File: config.mk
export PLATFORM = sky130hd
export DESIGN_NAME = pc_trace_buffer
export DESIGN_NICKNAME = d
export VERILOG_FILES = /design/src/rtl/pc_trace_pkg.sv /design/src/rtl/pc_trace_ram.sv /design/src/rtl/pc_trace_buffer.sv
export SDC_FILE = /design/constraint.sdc
export NUM_CORES = 1
export LEC_CHECK = 0
export ABC_AREA = 0
export CELL_PAD_IN_SITES_DETAIL_PLACEMENT = 0
export CELL_PAD_IN_SITES_GLOBAL_PLACEMENT = 1
export CORE_ASPECT_RATIO = 1.5
export CORE_MARGIN = 2
export CORE_UTILIZATION = 57
export DETAILED_ROUTE_END_ITERATION = 10
export MAX_ROUTING_LAYER = met4
export PLACE_DENSITY_LB_ADDON = 0.12
export SYNTH_ARGS = -nofsm -noshare
export SYNTH_HDL_FRONTEND = slang
export SYNTH_SLANG_ARGS = --single-unit
File: constraint.sdc
create_clock -name clk -period 9.9 [get_ports clk]
set_input_delay 0.99 -clock clk [delete_from_list [all_inputs] [get_ports clk]]
set_output_delay 0.99 -clock clk [all_outputs]
set_load 0.05 [all_outputs]
File: src/rtl/pc_trace_pkg.sv
// Shared types and helpers for the PC trace unit.
// Optional alignment checking is enabled with PC_TRACE_ALIGN_CHECK_EN.
package pc_trace_pkg;

    localparam int unsigned REDIR_CNT_W = 16;

    typedef enum logic [1:0] {
        EMPTY = 2'd0,
        TRACK = 2'd1,
        STALL = 2'd2
    } trace_state_e;

    typedef enum logic [1:0] {
        SEQ    = 2'd0,
        REPEAT = 2'd1,
        REDIR  = 2'd2
    } step_cls_e;

    // Increment that sticks at limit.
    function automatic logic [31:0] sat_inc(input logic [31:0] val, input logic [31:0] limit);
        return (val >= limit) ? limit : val + 32'd1;
    endfunction

endpackage

File: src/rtl/pc_trace_ram.sv
// DEPTH x PC_W trace storage: synchronous write, registered read.
// The array has no reset; rvalid masks unwritten/out-of-range entries to 0.
module pc_trace_ram #(
    parameter int unsigned PC_W  = 32,
    parameter int unsigned DEPTH = 16
) (
    input  logic                       clk,
    input  logic                       rst,
    input  logic                       we,
    input  logic [$clog2(DEPTH)-1:0]   waddr,
    input  logic [PC_W-1:0]            wdata,
    input  logic [$clog2(DEPTH)-1:0]   raddr,
    input  logic                       rvalid,
    output logic [PC_W-1:0]            rdata
);

    logic [PC_W-1:0] mem_q [DEPTH];
    logic [PC_W-1:0] rdata_q;
    logic [PC_W-1:0] rdata_d;

    always_ff @(posedge clk) begin
        if (we) begin
            mem_q[waddr] <= wdata;
        end
    end

    always_comb begin
        rdata_d = '0;
        if (rvalid) begin
            rdata_d = mem_q[raddr];
        end
    end

    always_ff @(posedge clk or negedge rst) begin
        if (!rst) begin
            rdata_q <= '0;
        end else begin
            rdata_q <= rdata_d;
        end
    end

    assign rdata = rdata_q;

endmodule

File: src/rtl/pc_trace_buffer.sv
// Circular IF-stage PC history with step classification and stall/redirect tracking.
// Define PC_TRACE_ALIGN_CHECK_EN to add the sticky misalign / misalign_pc outputs.
module pc_trace_buffer
    import pc_trace_pkg::*;
#(
    parameter int unsigned PC_W        = 32,
    parameter int unsigned DEPTH       = 16,
    parameter int unsigned STEP        = 4,
    parameter int unsigned STALL_LIMIT = 8
) (
    input  logic                       clk,
    input  logic                       rst,
    input  logic [PC_W-1:0]            pc_in,
    input  logic                       pc_valid,
    input  logic                       freeze,
    input  logic [$clog2(DEPTH)-1:0]   rd_idx,
    output logic [PC_W-1:0]            rd_data,
    output logic [$clog2(DEPTH):0]     count,
    output logic                       redirect,
    output logic [REDIR_CNT_W-1:0]     redirect_cnt,
    output logic                       stall_flag,
    output logic                       wrapped
`ifdef PC_TRACE_ALIGN_CHECK_EN
    ,
    output logic                       misalign,
    output logic [PC_W-1:0]            misalign_pc
`endif
);

    localparam int unsigned AW = $clog2(DEPTH);
    localparam int unsigned CW = AW + 1;
    localparam int unsigned SW = $clog2(STALL_LIMIT + 1);

    trace_state_e           state_q, state_d;
    step_cls_e              step_cls;
    logic [AW-1:0]          wr_ptr_q, wr_ptr_d;
    logic [CW-1:0]          count_q, count_d;
    logic [PC_W-1:0]        last_pc_q, last_pc_d;
    logic [SW-1:0]          stall_cnt_q, stall_cnt_d;
    logic                   redirect_q, redirect_d;
    logic [REDIR_CNT_W-1:0] redirect_cnt_q, redirect_cnt_d;
    logic                   stall_flag_q, stall_flag_d;
    logic                   wrapped_q, wrapped_d;
    logic                   accept;
    logic                   we;
    logic [AW-1:0]          raddr;
    logic                   rvalid;

    assign accept = pc_valid & ~freeze;

    always_comb begin
        step_cls = REDIR;
        if (pc_in == last_pc_q + PC_W'(STEP)) begin
            step_cls = SEQ;
        end else if (pc_in == last_pc_q) begin
            step_cls = REPEAT;
        end
    end

    // Next-state, classification side effects and write bookkeeping.
    always_comb begin
        state_d        = state_q;
        wr_ptr_d       = wr_ptr_q;
        count_d        = count_q;
        last_pc_d      = last_pc_q;
        stall_cnt_d    = stall_cnt_q;
        redirect_d     = 1'b0;
        redirect_cnt_d = redirect_cnt_q;
        stall_flag_d   = stall_flag_q;
        wrapped_d      = wrapped_q;
        we             = 1'b0;

        if (accept) begin
            case (state_q)
                EMPTY: begin
                    we      = 1'b1;
                    state_d = TRACK;
                end
                default: begin
                    case (step_cls)
                        SEQ: begin
                            we           = 1'b1;
                            stall_cnt_d  = '0;
                            stall_flag_d = 1'b0;
                            state_d      = TRACK;
                        end
                        REPEAT: begin
                            stall_cnt_d = SW'(sat_inc(32'(stall_cnt_q), STALL_LIMIT));
                            if (stall_cnt_d == SW'(STALL_LIMIT)) begin
                                stall_flag_d = 1'b1;
                                state_d      = STALL;
                            end
                        end
                        default: begin
                            we             = 1'b1;
                            redirect_d     = 1'b1;
                            redirect_cnt_d = REDIR_CNT_W'(sat_inc(32'(redirect_cnt_q), 32'h0000_FFFF));
                            stall_cnt_d    = '0;
                            stall_flag_d   = 1'b0;
                            state_d        = TRACK;
                        end
                    endcase
                end
            endcase
        end

        if (we) begin
            last_pc_d = pc_in;
            wr_ptr_d  = wr_ptr_q + AW'(1);
            count_d   = CW'(sat_inc(32'(count_q), DEPTH));
            if (count_q == CW'(DEPTH)) begin
                wrapped_d = 1'b1;
            end
        end
    end

    always_ff @(posedge clk or negedge rst) begin
        if (!rst) begin
            state_q        <= EMPTY;
            wr_ptr_q       <= '0;
            count_q        <= '0;
            last_pc_q      <= '0;
            stall_cnt_q    <= '0;
            redirect_q     <= 1'b0;
            redirect_cnt_q <= '0;
            stall_flag_q   <= 1'b0;
            wrapped_q      <= 1'b0;
        end else begin
            state_q        <= state_d;
            wr_ptr_q       <= wr_ptr_d;
            count_q        <= count_d;
            last_pc_q      <= last_pc_d;
            stall_cnt_q    <= stall_cnt_d;
            redirect_q     <= redirect_d;
            redirect_cnt_q <= redirect_cnt_d;
            stall_flag_q   <= stall_flag_d;
            wrapped_q      <= wrapped_d;
        end
    end

    // Newest entry sits just behind the write pointer; reads use pre-write pointer and count.
    assign raddr  = wr_ptr_q - AW'(1) - rd_idx;
    assign rvalid = CW'(rd_idx) < count_q;

    pc_trace_ram #(
        .PC_W  (PC_W),
        .DEPTH (DEPTH)
    ) u_ram (
        .clk    (clk),
        .rst    (rst),
        .we     (we),
        .waddr  (wr_ptr_q),
        .wdata  (pc_in),
        .raddr  (raddr),
        .rvalid (rvalid),
        .rdata  (rd_data)
    );

    assign count        = count_q;
    assign redirect     = redirect_q;
    assign redirect_cnt = redirect_cnt_q;
    assign stall_flag   = stall_flag_q;
    assign wrapped      = wrapped_q;

`ifdef PC_TRACE_ALIGN_CHECK_EN
    logic            misalign_q, misalign_d;
    logic [PC_W-1:0] misalign_pc_q, misalign_pc_d;

    // Capture only the first misaligned sample.
    always_comb begin
        misalign_d    = misalign_q;
        misalign_pc_d = misalign_pc_q;
        if (accept && !misalign_q && (pc_in[1:0] != 2'b00)) begin
            misalign_d    = 1'b1;
            misalign_pc_d = pc_in;
        end
    end

    always_ff @(posedge clk or negedge rst) begin
        if (!rst) begin
            misalign_q    <= 1'b0;
            misalign_pc_q <= '0;
        end else begin
            misalign_q    <= misalign_d;
            misalign_pc_q <= misalign_pc_d;
        end
    end

    assign misalign    = misalign_q;
    assign misalign_pc = misalign_pc_q;
`endif

endmodule

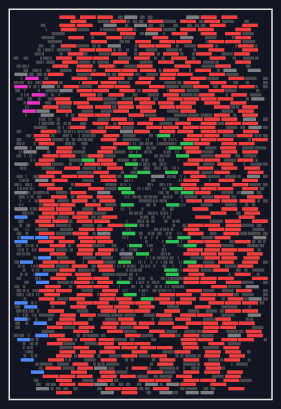
Fig. 1. Sequential cells grouped by signal name.
Scale: 1.5 px per um.
[blue] redirect_cnt | flops: 16
[red] u_ram.mem_q | flops: 512 | where: all over the die
[magenta] count | flops: 5 | where: upper left
[green] last_pc_q | flops: 32 | where: centre
sequential group power: 3170 uW
register cell area after layout: 17830 um^2

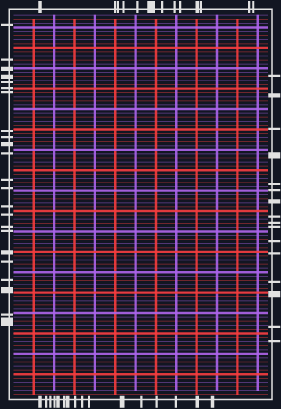
Fig. 2. Supply network.
Scale: 1.5 px per um. Pins as bars on the die edge.
[red] VSS
[purple] VDD
met5 straps: 18
rows: 93
met4 straps: 12
met1 rails: 94
maximum vdd drop: 0.2433 mV
CORE AREA: 42940 um^2
floorplan die height: 259.2 um

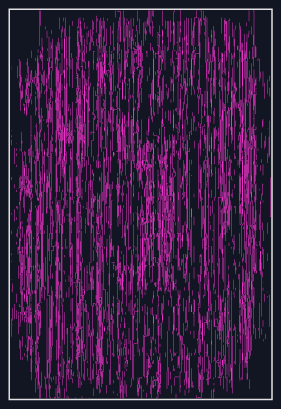
Fig. 3. The metal 2 layer.
Scale: 1.5 px per um.
wire length on this layer: 27.7 mm
main direction: vertical
nets with wire on the layer: 1364
longest straight run: 86.7 um

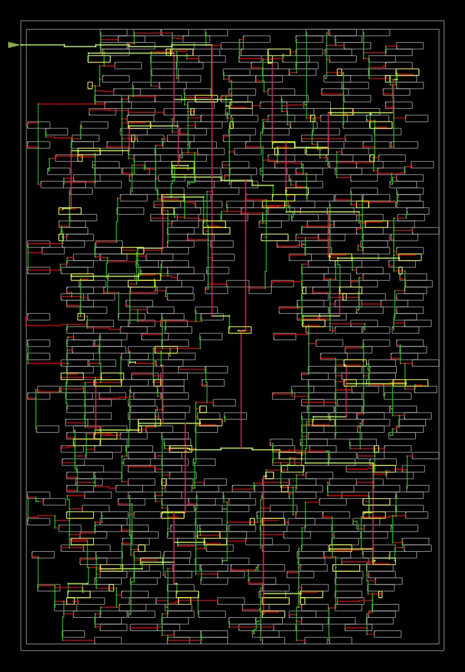
Fig. 4. Clock nets.
number of buffers inserted during clock tree synthesis: 53
clock tree skew after final layout: 0.01835 ns
clk ins delay skew pair: 0.58 ns
power in the clock group: 2220 uW

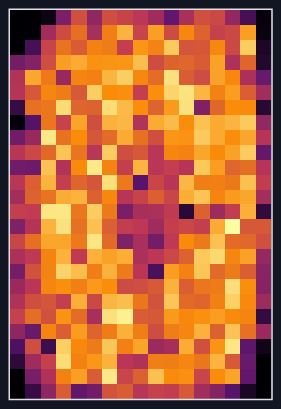
Fig. 5. Local utilization.
Scale: 1.5 px per um. 17 x 26 tiles, from black (low) to pale yellow (high), 0 to 100% covered.
nearly empty tiles: 2.7%
fullest tile: 100%
tiles over 75% full: 29%
mean over tiles: 61%
core utilization before placement: 57.62%
Post-Route Utilization: 66.04%

==> results.cfg <==
; flow metrics
[status]
run_status = completed

[routing]
wl_mm = 50.98
drt_drc_violations_left = 0
met2_routed_wl_mm = 27.71
route.antenna.remaining_nets = 0
wirelength_met1_mm = 20.65

[power_and_ir_drop]
share_of_total_power_in_the_clock_network_pct = 26.9
power.static_leakage_uw = 0.009587
power.net_switching_uw = 2691
sequentialPowerShare_pct = 38.4

[grt]
busiest_layer = met2
antenna_violations_before_repair = 0
gr-usage-met1_pct = 28.78
grt_overflow = 0
first_pass_grt_wire_length_mm = 78.36

[clock_network]
cts.repair_timing.setup_buffer_count = 0
cts.clk_slew.worst_paths_ns = 0.07
holdBufCountCts = 0

[logic_synthesis]
yosys_cells = 1400
synth_nets = 1457
yosysTopAreaCell = sky130_fd_sc_hd__edfxtp_1
synth_sequential_area_ratio_pct = 72.06

[worst_setup_path]
worst_path_largest_cell_delay_ns = 0.93
r2r.worst_path.cells = 8
worst_setup_path_end_kind = flop
setup.worst_path.class = in2reg
worst_path_dominant_cell_family = simple AND/OR/NAND/NOR gates

[sta]
final-setup-viol-count = 0
timing_hold_violations_final = 0
finalWorstPathRequiredPeriod_ns = 4.819

[final_layout]
fin_area_um2 = 28360
nMultiInputCombCells = 696
sh_seq_area_pct = 62.87

[die]
ioPinCount = 96
tap-cell-count = 570
kinds of logic (layout without fill, tap and decap cells):
| family | after synthesis | count (layout) | synth area share [%] |
|---|---|---|---|
| AOI/OAI and AO/OA | 153 | 153 | 4.263 |
| xor gates and xnor gates | 52 | 52 | 1.841 |
| adders and majority gates | 17 | 17 | 0.8901 |
| buffers and inverters | 94 | 247 | 1.522 |
| DFF | 610 | 610 | 72.06 |
| muxes | 164 | 164 | 13.13 |
| and+or+nand+nor | 310 | 310 | 6.296 |
sequential cells by signal (all words and copies together), names as in the netlist, 2 cells and up:
signal / count
redirect_cnt: 16
last_pc_q: 32
u_ram.mem_q: 512
u_ram.rdata: 32
stall_cnt_q: 4
wr_ptr_q: 4
state_q: 2
count: 5
No activity file was given, so power comes from the tool's default toggle rates.
